**config.mk**
```make
export PLATFORM = sky130hd
export DESIGN_NAME = shift_ex_stage
export DESIGN_NICKNAME = d
export VERILOG_FILES = /design/src/rtl/shift_ex_stage.sv
export SDC_FILE = /design/constraint.sdc
export NUM_CORES = 1
export LEC_CHECK = 0
export CORE_MARGIN = 2
export CORE_UTILIZATION = 30
export CTS_CLUSTER_DIAMETER = 150
export DETAILED_ROUTE_END_ITERATION = 12
export SYNTH_ARGS = -nofsm -noshare
export SYNTH_HDL_FRONTEND = slang
export SYNTH_SLANG_ARGS = --single-unit
```
**constraint.sdc**
```tcl
create_clock -name clk -period 7.3 [get_ports clk]
set_input_delay 1.095 -clock clk [delete_from_list [all_inputs] [get_ports clk]]
set_output_delay 1.095 -clock clk [all_outputs]
set_load 0.005 [all_outputs]
```
**src/rtl/shift_ex_stage.sv**
```systemverilog
// rtl/shift_ex_stage.sv - two-stage pipelined MIPS shift execute unit
// Logical right shifter core plus left/arithmetic fix-up, valid/ready flow control and op counter.

module shifter (
    output logic [31:0] res,
    input  logic [31:0] a,
    input  logic [4:0]  b
);
    assign res = a >> b;
endmodule

module shift_ex_stage #(
    parameter int CNT_W = 16
) (
    input  logic             clk,
    input  logic             rst_n,
    input  logic             in_valid,
    output logic             in_ready,
    input  logic [5:0]       in_funct,
    input  logic [31:0]      in_rs,
    input  logic [31:0]      in_rt,
    input  logic [4:0]       in_shamt,
    input  logic [4:0]       in_rd,
    input  logic             flush,
    output logic             out_valid,
    input  logic             out_ready,
    output logic [31:0]      out_result,
    output logic [4:0]       out_rd,
    output logic             out_illegal,
    input  logic             cnt_clr,
    output logic [CNT_W-1:0] op_count
);
    localparam logic [1:0] T_LEFT   = 2'd0;
    localparam logic [1:0] T_LRIGHT = 2'd1;
    localparam logic [1:0] T_ARITH  = 2'd2;

    function automatic logic [31:0] bitrev(input logic [31:0] v);
        logic [31:0] r;
        for (int i = 0; i < 32; i++) r[i] = v[31-i];
        return r;
    endfunction

    logic             s1_valid_q;
    logic [1:0]       s1_type_q, s1_type_d;
    logic [4:0]       s1_amt_q, s1_amt_d;
    logic [31:0]      s1_rt_q;
    logic [4:0]       s1_rd_q;
    logic             s1_ill_q, s1_ill_d;
    logic             out_valid_q;
    logic [31:0]      out_result_q, out_result_d;
    logic [4:0]       out_rd_q;
    logic             out_ill_q;
    logic [CNT_W-1:0] op_count_q;

    logic s2_adv, s1_adv, in_fire, out_fire, use_rs;

    assign s2_adv   = !out_valid_q || out_ready;
    assign s1_adv   = !s1_valid_q || s2_adv;
    assign in_ready = s1_adv && !flush;
    assign in_fire  = in_valid && in_ready;
    assign out_fire = out_valid_q && out_ready;

    always_comb begin
        s1_type_d = T_LEFT;
        s1_ill_d  = 1'b0;
        use_rs    = 1'b0;
        case (in_funct)
            6'h00: s1_type_d = T_LEFT;
            6'h02: s1_type_d = T_LRIGHT;
            6'h03: s1_type_d = T_ARITH;
            6'h04: use_rs = 1'b1;
            6'h06: begin s1_type_d = T_LRIGHT; use_rs = 1'b1; end
            6'h07: begin s1_type_d = T_ARITH;  use_rs = 1'b1; end
            default: s1_ill_d = 1'b1;
        endcase
        s1_amt_d = use_rs ? in_rs[4:0] : in_shamt;
    end

    // Left shifts reuse the right shifter by reversing the operand and the result.
    logic [31:0] sh_a, sh_res, fill_res;
    assign sh_a = (s1_type_q == T_LEFT) ? bitrev(s1_rt_q) : s1_rt_q;

    shifter u_lr   (.res(sh_res),   .a(sh_a),         .b(s1_amt_q));
    shifter u_fill (.res(fill_res), .a(32'hFFFFFFFF), .b(s1_amt_q));

    always_comb begin
        out_result_d = sh_res;
        if (s1_ill_q) begin
            out_result_d = 32'h0;
        end else if (s1_type_q == T_LEFT) begin
            out_result_d = bitrev(sh_res);
        end else if (s1_type_q == T_ARITH) begin
            out_result_d = sh_res | (s1_rt_q[31] ? ~fill_res : 32'h0);
        end
    end

    always_ff @(posedge clk or negedge rst_n) begin
        if (!rst_n) begin
            s1_valid_q   <= 1'b0;
            s1_type_q    <= T_LEFT;
            s1_amt_q     <= 5'd0;
            s1_rt_q      <= 32'h0;
            s1_rd_q      <= 5'd0;
            s1_ill_q     <= 1'b0;
            out_valid_q  <= 1'b0;
            out_result_q <= 32'h0;
            out_rd_q     <= 5'd0;
            out_ill_q    <= 1'b0;
        end else if (flush) begin
            s1_valid_q  <= 1'b0;
            out_valid_q <= 1'b0;
        end else begin
            if (s1_adv) s1_valid_q <= in_valid;
            if (in_fire) begin
                s1_type_q <= s1_type_d;
                s1_amt_q  <= s1_amt_d;
                s1_rt_q   <= in_rt;
                s1_rd_q   <= in_rd;
                s1_ill_q  <= s1_ill_d;
            end
            if (s2_adv) out_valid_q <= s1_valid_q;
            if (s2_adv && s1_valid_q) begin
                out_result_q <= out_result_d;
                out_rd_q     <= s1_rd_q;
                out_ill_q    <= s1_ill_q;
            end
        end
    end

    // A flushed result never transfers, so it is never counted.
    always_ff @(posedge clk or negedge rst_n) begin
        if (!rst_n) begin
            op_count_q <= '0;
        end else if (cnt_clr) begin
            op_count_q <= '0;
        end else if (out_fire && !flush && !(&op_count_q)) begin
            op_count_q <= op_count_q + {{(CNT_W-1){1'b0}}, 1'b1};
        end
    end

    assign out_valid   = out_valid_q;
    assign out_result  = out_result_q;
    assign out_rd      = out_rd_q;
    assign out_illegal = out_ill_q;
    assign op_count    = op_count_q;
endmodule
```
**Routing congestion map**

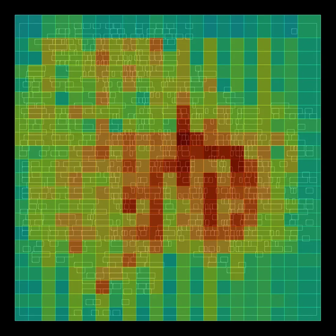
met3 usage: 4.846%
drt wl/cell: 20.33 microns
busiest grt layer: met1

==> GITHUB_STEP_SUMMARY <==
### Yosys + OpenROAD results

| Metric | Value |
|---|---|
| Outcome | `finished clean` |
| CP max-delay cell | `mux4_4` |
| Main flop type | `dfrtp_1` |
| Synth warnings | `0` |
| Area grow syn2layout | `23.23%` |
| Leading cell kind | `combinational gates` |
| Yosys aoi share | `between 20% and 30%` |
| CTS Hold Buffers Added | `0` |
| CTS H-Tree Depth | `3` |
| Data arrival, critical path | `4.42 ns` |
| Rel. slew slack | `approximately 27%` |
| Power Total | `~2 mW` |
| CP delay by family, top | `multiplexers` |
| Syn_nets | `between 700 and 800` |
| HPWL after DPL | `16340 microns` |
| Max-cap viol count | `0` |
| Power density cells | `roughly 240 nW/um^2` |
| Mux frac, synth | `24.09%` |
| Nonclk buf count | `123` |
| Comb gates | `~530` |
| Layout cell share with drive strength beyond 1 | `~15%` |
| First-pass GRT wire length | `33930 microns` |
| CORE AREA | `between 20000 and 25000 sq um` |
| LEAKAGE | `3.463 nW` |
| Largest net degree at the start of global routing | `roughly 72` |
| Startpoint type of the worst setup path | `flop` |
| Number of fill cells in the layout | `about 2300` |
| Clock Power Share | `about a quarter` |
| Max VDD drop | `around 0.11 mV` |
| Highest routed metal layer | `met4` |
| Vias in the first global route | `roughly 5600` |
| Cell Rows | `roughly 55` |
| Ys cells | `686` |
| IO Port Bufs | `around 110` |
| Inverters excl. clock | `10` |
| NonClk Buf Share | `between 10% and 20%` |
| HP Class | `reg -> reg` |
| DR vias | `6106` |
| Avg Cell Area, Syn | `10.18 sq um` |
| Die width | `156.6 microns` |
| Final setup viols | `0` |
| DRT iter0 DRCs | `between 600 and 700` |
| Most frequent logic cells in the routed design | `clkdlybuf4s50_1 (113), dfrtp_1 (101), nand2_1 (73)` |
| Seq area share | `roughly 30%` |
| Final hold slack | `around 0.47 ns` |
| Unique cell types | `~70` |
| Sw Ratio | `roughly 37%` |
| CTS clk-pin slew, worst paths | `approximately 0.090 ns` |
| Critical path class | `reg -> reg` |
| Worst-margin pin slew | `1.085 ns` |
| Synth Seq Share | `36.17%` |
| Syn Inst Count | `between 600 and 700` |
| Buf/Inv on CP | `1` |
| Post-CTS Setup Bufs | `0` |
| Routed length on met3 | `1875 microns` |
| Comb/total area | `roughly 48%` |
| CTS tree | `done` |
| Cycle use final | `between 50% and 60%` |
| RSZ-0062 raised after global routing | `false` |
| Adder Area Share | `less than 1%` |
| P_sw | `~0.76 mW` |
| AND/OR/NAND/NOR Cells, Area Fraction | `approximately 12%` |
| Die Footprint | `approximately 25000 sq um` |
| DP Cell Count | `between 1000 and 1500` |
| Clk tree area frac | `around 3.6%` |
| Antenna-violating nets left | `0` |
| Post-route cell area | `between 8000 and 9000 sq um` |
| DRT met1 WL | `10150 microns` |
| Clkbuf count | `9` |
| Logic power comb | `slightly above 0.8 mW` |
| Final Max Slew Viols | `0` |
| Root buf cell | `clkbuf_16` |
| PostCTS Resize Cnt | `0` |
| Clock tree buffer depth | `2` |
| Logic area | `between 4000 and 5000 sq um` |
| Tool warnings | `53` |
| Top power group | `combinational cells` |
**Gate families picked out**

(4 px per micron)
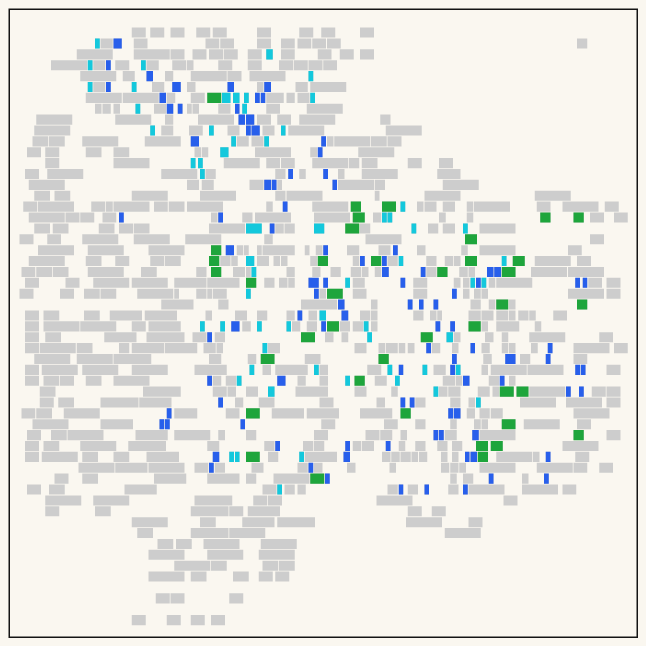
| color | family | cells | most used |
|---|---|---|---|
| green | AND-OR and OR-AND gates | 39 | a21o_1 |
| cyan | NOR gates | 61 | nor2_1 |
| blue | NAND gates | 101 | nand2_1 |

-- synthesized netlist by cell type (4+ instances only) --
master	instances	area (sq um)
dfrtp_1	101	2527
nand2_1	74	277.8
nor2_1	51	191.4
mux2_2	46	518.0
a21oi_1	45	225.2
o21ai_0	33	165.2
mux4_2	27	608.1
clkbuf_1	25	93.84
mux2i_1	22	220.2
nand3_1	18	90.09
a22oi_1	12	90.09
a21o_1	11	82.58
o22ai_1	11	68.82
o211ai_1	10	75.07
o31ai_1	10	75.07
inv_1	9	33.78
mux4_1	9	236.5
xor2_1	9	78.83
a211oi_1	8	60.06
a221oi_1	8	70.07
a31oi_1	8	50.05
buf_6	8	90.09
a22o_1	7	61.31
or2_2	7	43.79
a2bb2oi_1	6	52.55
and2_1	6	37.54
buf_4	6	45.04
or3_1	6	37.54
a32oi_1	5	43.79
buf_1	5	18.77
nor3_1	5	25.02
o21a_1	5	37.54
o221ai_1	5	43.79
a21boi_0	4	30.03
a32o_1	4	40.04
mux4_4	4	100.1
nand4_1	4	25.02
xnor2_1	4	35.03
-- path summary, 6_finish.rpt --
path                            depth (start not counted)              to           start  slack [ns]
worst max-delay path                                    8  out_result[11]    s1_type_q[1]        3.13
worst max register to register                          8  out_result[11]    s1_type_q[1]        3.13
worst min-delay path                                    2  out_result[11]  out_result[11]        0.47
min in group asynchronous                               1  out_result[17]           rst_n        0.66
max in group asynchronous                               2     s1_rt_q[13]           rst_n        5.39
worst min register to register                          2  out_result[11]  out_result[11]        0.47
-- per-layer routing --
| metal | vias up | GRT usage [%] |
|---|---|---|
| met5 | - | 0 |
| met4 | 0 | 4.762 |
| met3 | 26 | 4.846 |
| met2 | 275 | 25.95 |
| met1 | 2997 | 26.79 |
| li1 | 2808 | - |
Power and IR drop assume default switching activity.
